### config.mk
export PLATFORM = sky130hd
export DESIGN_NAME = ball_physics
export DESIGN_NICKNAME = d
export VERILOG_FILES = /design/src/rtl/ball_physics.sv
export SDC_FILE = /design/constraint.sdc
export NUM_CORES = 1
export LEC_CHECK = 0
export ABC_AREA = 1
export CAP_MARGIN = 30
export CELL_PAD_IN_SITES_DETAIL_PLACEMENT = 1
export CELL_PAD_IN_SITES_GLOBAL_PLACEMENT = 2
export CORE_MARGIN = 2
export CORE_UTILIZATION = 38
export CTS_BUF_LIST = sky130_fd_sc_hd__clkbuf_4 sky130_fd_sc_hd__clkbuf_8
export CTS_CLUSTER_SIZE = 30
export DETAILED_ROUTE_END_ITERATION = 12
export PLACE_DENSITY_LB_ADDON = 0.1
export RECOVER_POWER = 25
export SYNTH_ARGS = -nofsm -noshare
export SYNTH_HDL_FRONTEND = slang
export SYNTH_SLANG_ARGS = --single-unit
### constraint.sdc
create_clock -name clk108MHz -period 3.6 [get_ports clk108MHz]
set_input_delay 0.36 -clock clk108MHz [delete_from_list [all_inputs] [get_ports clk108MHz]]
set_output_delay 0.36 -clock clk108MHz [all_outputs]
set_load 0.05 [all_outputs]
### src/rtl/ball_physics.sv
// Two-axis tilt-maze ball motion: velocity update on the motion tick, then
// position update and wall handling on the following cycle.
`timescale 1ns/1ps
module ball_physics #(
  parameter int POS_W    = 8,
  parameter int SUB_W    = 4,
  parameter int VEL_W    = 5,
  parameter int VMAX     = 15,
  parameter int TICK_M   = 1350000,
  parameter int START_X  = 128,
  parameter int START_Y  = 188,
  parameter int FRICTION = 1,
  parameter int BOUNCE   = 0
) (
  input  logic               clk108MHz,
  input  logic               resetPressed,
  input  logic               up,
  input  logic               down,
  input  logic               left,
  input  logic               right,
  input  logic               wallAboveball,
  input  logic               wallBelowball,
  input  logic               wallLeftOfball,
  input  logic               wallRightOfball,
  output logic [POS_W-1:0]   ballColumn,
  output logic [POS_W-1:0]   ballRow,
  output logic [VEL_W-1:0]   xVel,
  output logic [VEL_W-1:0]   yVel,
  output logic               bump,
  output logic               moving
);

  localparam int ACC_W = POS_W + SUB_W;
  localparam int SUM_W = ACC_W + 2;
  localparam int CNT_W = (TICK_M > 1) ? $clog2(TICK_M) : 1;
  localparam logic [CNT_W-1:0]        LAST_COUNT = CNT_W'(TICK_M - 1);
  localparam logic signed [VEL_W-1:0] VMAX_S     = VEL_W'(VMAX);
  localparam logic [ACC_W-1:0]        X_START    = ACC_W'(START_X * (2 ** SUB_W));
  localparam logic [ACC_W-1:0]        Y_START    = ACC_W'(START_Y * (2 ** SUB_W));
  localparam logic signed [SUM_W-1:0] ACC_MAX    = {2'b00, {ACC_W{1'b1}}};

  typedef struct packed {
    logic [ACC_W-1:0] acc;
    logic [VEL_W-1:0] vel;
    logic             hit;
  } axisT;

  logic [CNT_W-1:0] tickCount;
  logic             tick;
  logic             tickD;
  logic [ACC_W-1:0] xAcc;
  logic [ACC_W-1:0] yAcc;
  logic [VEL_W-1:0] xVelNext;
  logic [VEL_W-1:0] yVelNext;
  axisT             xMove;
  axisT             yMove;

  // Tilt integration: saturating step toward the held direction, else friction.
  function automatic logic [VEL_W-1:0] stage1Vel(input logic [VEL_W-1:0] vel,
                                                 input logic plus, input logic minus);
    logic signed [VEL_W-1:0] v;
    logic [VEL_W-1:0]        r;
    v = $signed(vel);
    r = vel;
    if (plus && !minus) begin
      if (v < VMAX_S) r = vel + VEL_W'(1);
    end else if (minus && !plus) begin
      if (v > -VMAX_S) r = vel - VEL_W'(1);
    end else if (FRICTION != 0) begin
      if (v > 0)      r = vel - VEL_W'(1);
      else if (v < 0) r = vel + VEL_W'(1);
    end
    return r;
  endfunction

  // Wall in the direction of motion stops or reflects; the arena edge clamps.
  function automatic axisT stage2(input logic [ACC_W-1:0] acc, input logic [VEL_W-1:0] vel,
                                  input logic wallPlus, input logic wallMinus);
    logic signed [VEL_W-1:0] v;
    logic signed [SUM_W-1:0] sum;
    axisT                    r;
    v     = $signed(vel);
    sum   = $signed({2'b00, acc}) + SUM_W'(v);
    r.acc = acc;
    r.vel = vel;
    r.hit = 1'b0;
    if ((v > 0 && wallPlus) || (v < 0 && wallMinus)) begin
      r.vel = (BOUNCE != 0) ? -vel : '0;
      r.hit = 1'b1;
    end else if (sum < 0) begin
      r.acc = '0;
      r.vel = '0;
    end else if (sum > ACC_MAX) begin
      r.acc = '1;
      r.vel = '0;
    end else begin
      r.acc = sum[ACC_W-1:0];
    end
    return r;
  endfunction

  always_comb begin
    xVelNext = stage1Vel(xVel, right, left);
    yVelNext = stage1Vel(yVel, down, up);
    xMove    = stage2(xAcc, xVel, wallRightOfball, wallLeftOfball);
    yMove    = stage2(yAcc, yVel, wallBelowball, wallAboveball);
  end

  always_ff @(posedge clk108MHz or posedge resetPressed) begin
    if (resetPressed) begin
      tickCount <= '0;
      tick      <= 1'b0;
      tickD     <= 1'b0;
      xVel      <= '0;
      yVel      <= '0;
      xAcc      <= X_START;
      yAcc      <= Y_START;
      bump      <= 1'b0;
    end else begin
      tickCount <= (tickCount == LAST_COUNT) ? '0 : tickCount + CNT_W'(1);
      tick      <= (tickCount == LAST_COUNT);
      tickD     <= tick;
      bump      <= 1'b0;
      if (tick) begin
        xVel <= xVelNext;
        yVel <= yVelNext;
      end else if (tickD) begin
        xAcc <= xMove.acc;
        xVel <= xMove.vel;
        yAcc <= yMove.acc;
        yVel <= yMove.vel;
        bump <= xMove.hit | yMove.hit;
      end
    end
  end

  assign ballColumn = xAcc[ACC_W-1:SUB_W];
  assign ballRow    = yAcc[ACC_W-1:SUB_W];
  assign moving     = (|xVel) | (|yVel);

endmodule

==> run summary <==
Die Footprint: 13,800 um^2
Post-synthesis cell type count: 38
Drt initial violations: 147
Yosys stat chip area: 4910 um^2
Vias in the first global route: 4,733
Core Area: 12,600 um^2
Via Count: 4,388
IO buf count: 37
Metal1 wirelength: 5.88 mm
Total CTS buffers: 9
Cell repeated most along the worst path: nand2_1
Syn. warnings: 0
Row count: 41
Flops after synth: 58
Slew Limit Fails: 1
Violated checks: max-capacitance violations, max-slew violations
Max-slew headroom: -0.0807%
Post-route clock period utilization: 76.9%
Fin crit period: 2.77 ns
Sequential element share of the synthesized area: 29.7%
Post-Syn Area: 4910 um^2
CTS tree: done
H-tree depth: 3
Crit path capture type: flip-flop
Setup_tns: 0 ns
Die X: 118 um
Critical Path Slowest Stage Cell: dfrtp_1
Utilization after layout: 43.5%
Mapped Avg Cell Area: 7.08 um^2
Synth cell count leaders: nand2_1 (242), inv_1 (79), dfrtp_1 (52)
Yosys top cell by area: dfrtp_1
Critical Path Source Type: flip-flop
Initial Util: 38.9%
Status: finished with violations
Cell area leaders: dfrtp_1 (27%), nand2_1 (19%), ha_1 (8.9%), inv_1 (6.0%), nand3_1 (3.6%)
Ys cells: 693
Clock root buffer master: clkbuf_8
Critical Path RT: 3.83 ns
IO Pins: 38
Sink Count: 58
Max-cap violations: 1
CP top delay family: simple AND/OR/NAND/NOR gates
Vias/cell: 4.92
CTS clk-pin slew, worst paths: 0.07 ns
Power per cell area: 238 nW/um^2
Final wirelength: 12.8 mm
Largest net degree at the start of global routing: 38
Drc violations: 0
Top sig layer: met4
Final HPWL DP: 9.76 mm
Post-layout net count: 762
CTS resizes: 0
Met3 wire length: 267 um
Initial antenna violation count: 0
Worst stage delay on the critical path: 0.84 ns
Reg area: 1460 um^2
Syn Nets: 740
Worst min path class: reg -> reg
Total GRT Usage: 19.6%
Area Overhead vs Synth: 11.9%
Commonest flop: dfrtp_1
Worst slew pin tran: 1.50 ns
Crit path cell chain: ha_1 > nand2_1 > inv_1 > nand2_1 > inv_1 > nand2_1 > nand3_1 > nand2_1 > nand3_1 > nand2_1 > o21ai_0 > nand2_1 > nand2_1
Dpl cell area: 5300 um^2
Drt first pass iters: 4
Antenna diodes: 0
Kind of critical path: reg -> reg
Hold_buf cts: 0
Final hold violations: 0
Fillers: 1,658
Max Fclk: 361 MHz
Most common cell in the synthesized netlist: nand2_1
Share of cells above drive strength 1: 11.7%
Post-synth EDFFs: 0
Placer Congestion: 0.807
Clock skew: 0.0109 ns
Comb area: 2930 um^2
Tool warnings: 34
Post-CTS setup buffer count: 0
Clock Path Buffers: 2
Maximum vdd drop: 189 uV
Clk Latency, worst-skew pair: 0.35 ns
## per-stage QoR
step | hold WS, ns | total power, uW | instances | setup slack (ns)
finish | 0.488 | 1310 | 892 | 0.832
global route | 0.513 | 1370 | 892 | 0.538
CTS | 0.493 | 1330 | 892 | 0.789
detailed placement | 0.478 | 699 | 876 | 0.846
global placement | 0.468 | 699 | 876 | 0.897
floorplan | 0.352 | 681 | 693 | 1.13
## sequential cells by signal (all words and copies together) (netlist names)
register	cells
xAcc	12
tickD	1
tick	1
xVel	5
tickCount	21
yVel	5
bump	1
yAcc	12
## cell usage in the layout (no fill, tap or decap), types with 6 or more instances in the layout
cell type	netlist	layout
a21oi_1	27	27
clkbuf_8	0	9
clkdlybuf4s50_1	0	36
dfrtp_1	52	52
dfstp_2	6	6
ha_1	35	35
inv_1	79	79
nand2_1	242	242
nand2_2	19	19
nand3_1	35	35
nand3_2	7	7
nand4_1	8	8
nor2_1	41	41
nor2_2	8	8
nor3_1	7	7
o21ai_0	17	17
xnor2_1	14	14
xor2_1	19	19
## cell families after synthesis
kind of cell | Yosys count | synth area share, %
AOI/OAI and AO/OA | 62 | 7.75
xor gates and xnor gates | 33 | 5.89
adders and majority gates | 37 | 9.74
buffers and inverters | 111 | 10.6
DFF | 58 | 29.7
and+or+nand+nor | 392 | 36.3
## tightest hold or removal path, stage by stage (launching register included)
cell	delay, ns
dfstp_2	0.38
nand2_1	0.06
nand2_1	0.05
## final timing paths
kind	from	to	slack, ns	depth (start not counted)
setup / recovery	xVel[4]	xAcc[9]	0.83	13
hold / removal	yAcc[7]	yAcc[7]	0.49	2
setup reg to reg	xVel[4]	xAcc[9]	0.83	13
hold reg to reg	yAcc[7]	yAcc[7]	0.49	2
max in group asynchronous	resetPressed	yAcc[3]	1.65	3
min in group asynchronous	resetPressed	tickCount[14]	0.90	2
## power by group
group / total, uW / internal, uW / switching (uW)
Clock: 621 / 359 / 262
Combinational: 33.7 / 11.6 / 22.1
Sequential: 652 / 652 / 0
Total: 1310 / 1020 / 284
## per-layer routing
metal  global-route usage (%)  vias to the layer above
met5                        0                        -
met4                     4.29                        0
met1                     23.5                     2124
met3                     3.92                       10
li1                         -                     2215
met2                     35.9                       39
## final cells by class
class / instances / share of cell area [%]
clock buffer: 14 / 2.94
clock inverter: 2 / 0.683
inverter: 84 / 5.74
multi-input combinational: 524 / 53.3
sequential: 58 / 26.6
tap: 172 / 3.92
timing repair buffer: 38 / 6.88
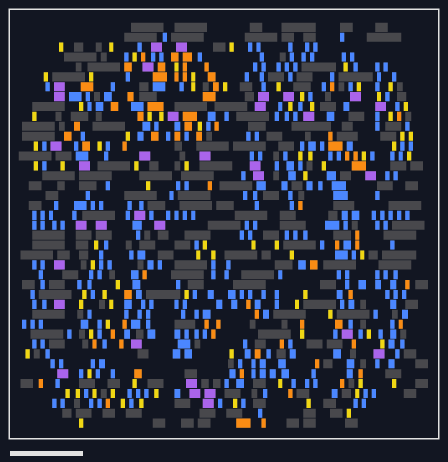
Fig. 1. Selected gate families.
Bar = 20 um.
| family | colour | cells | most used |
|---|---|---|---|
| xor and xnor cells | purple | 33 | xor2_1 |
| nand cells | blue | 318 | nand2_1 |
| nor cells | orange | 70 | nor2_1 |
| inv cells | yellow | 84 | inv_1 |
Comb area share: 53.3%
dominant logic cell type in the layout: nand2_1
non-filler cells, final: 892

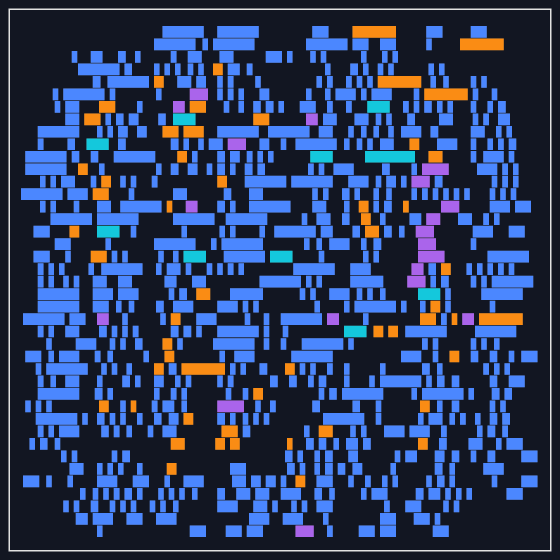
Fig. 2. Drive-strength map.
| size | colour | cells | share |
|---|---|---|---|
| _3 and _4 cells | purple | 19 | 2.6% |
| _2 cells | orange | 55 | 7.6% |
| _6 and larger | cyan | 10 | 1.4% |
| _0 and _1 cells | blue | 636 | 88% |
fin worst setup slack: 0.832 ns
Finished Cell Area: 5490 um^2

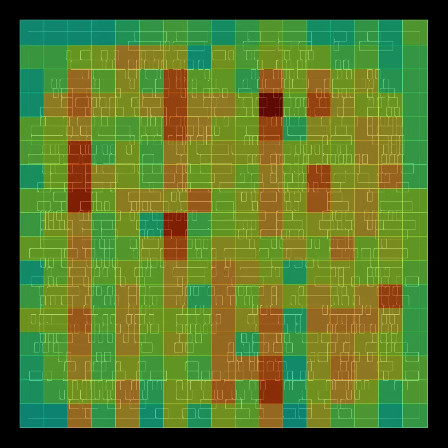
Fig. 3. Routing congestion.
grt met2 use: 35.9%
Most Crowded Layer GR: met2
met3 global-route usage: 3.92%
grt met1 use: 23.5%
detail-routed net length per standard cell: 14.3 um

Power is estimated from default activity; no workload was simulated.
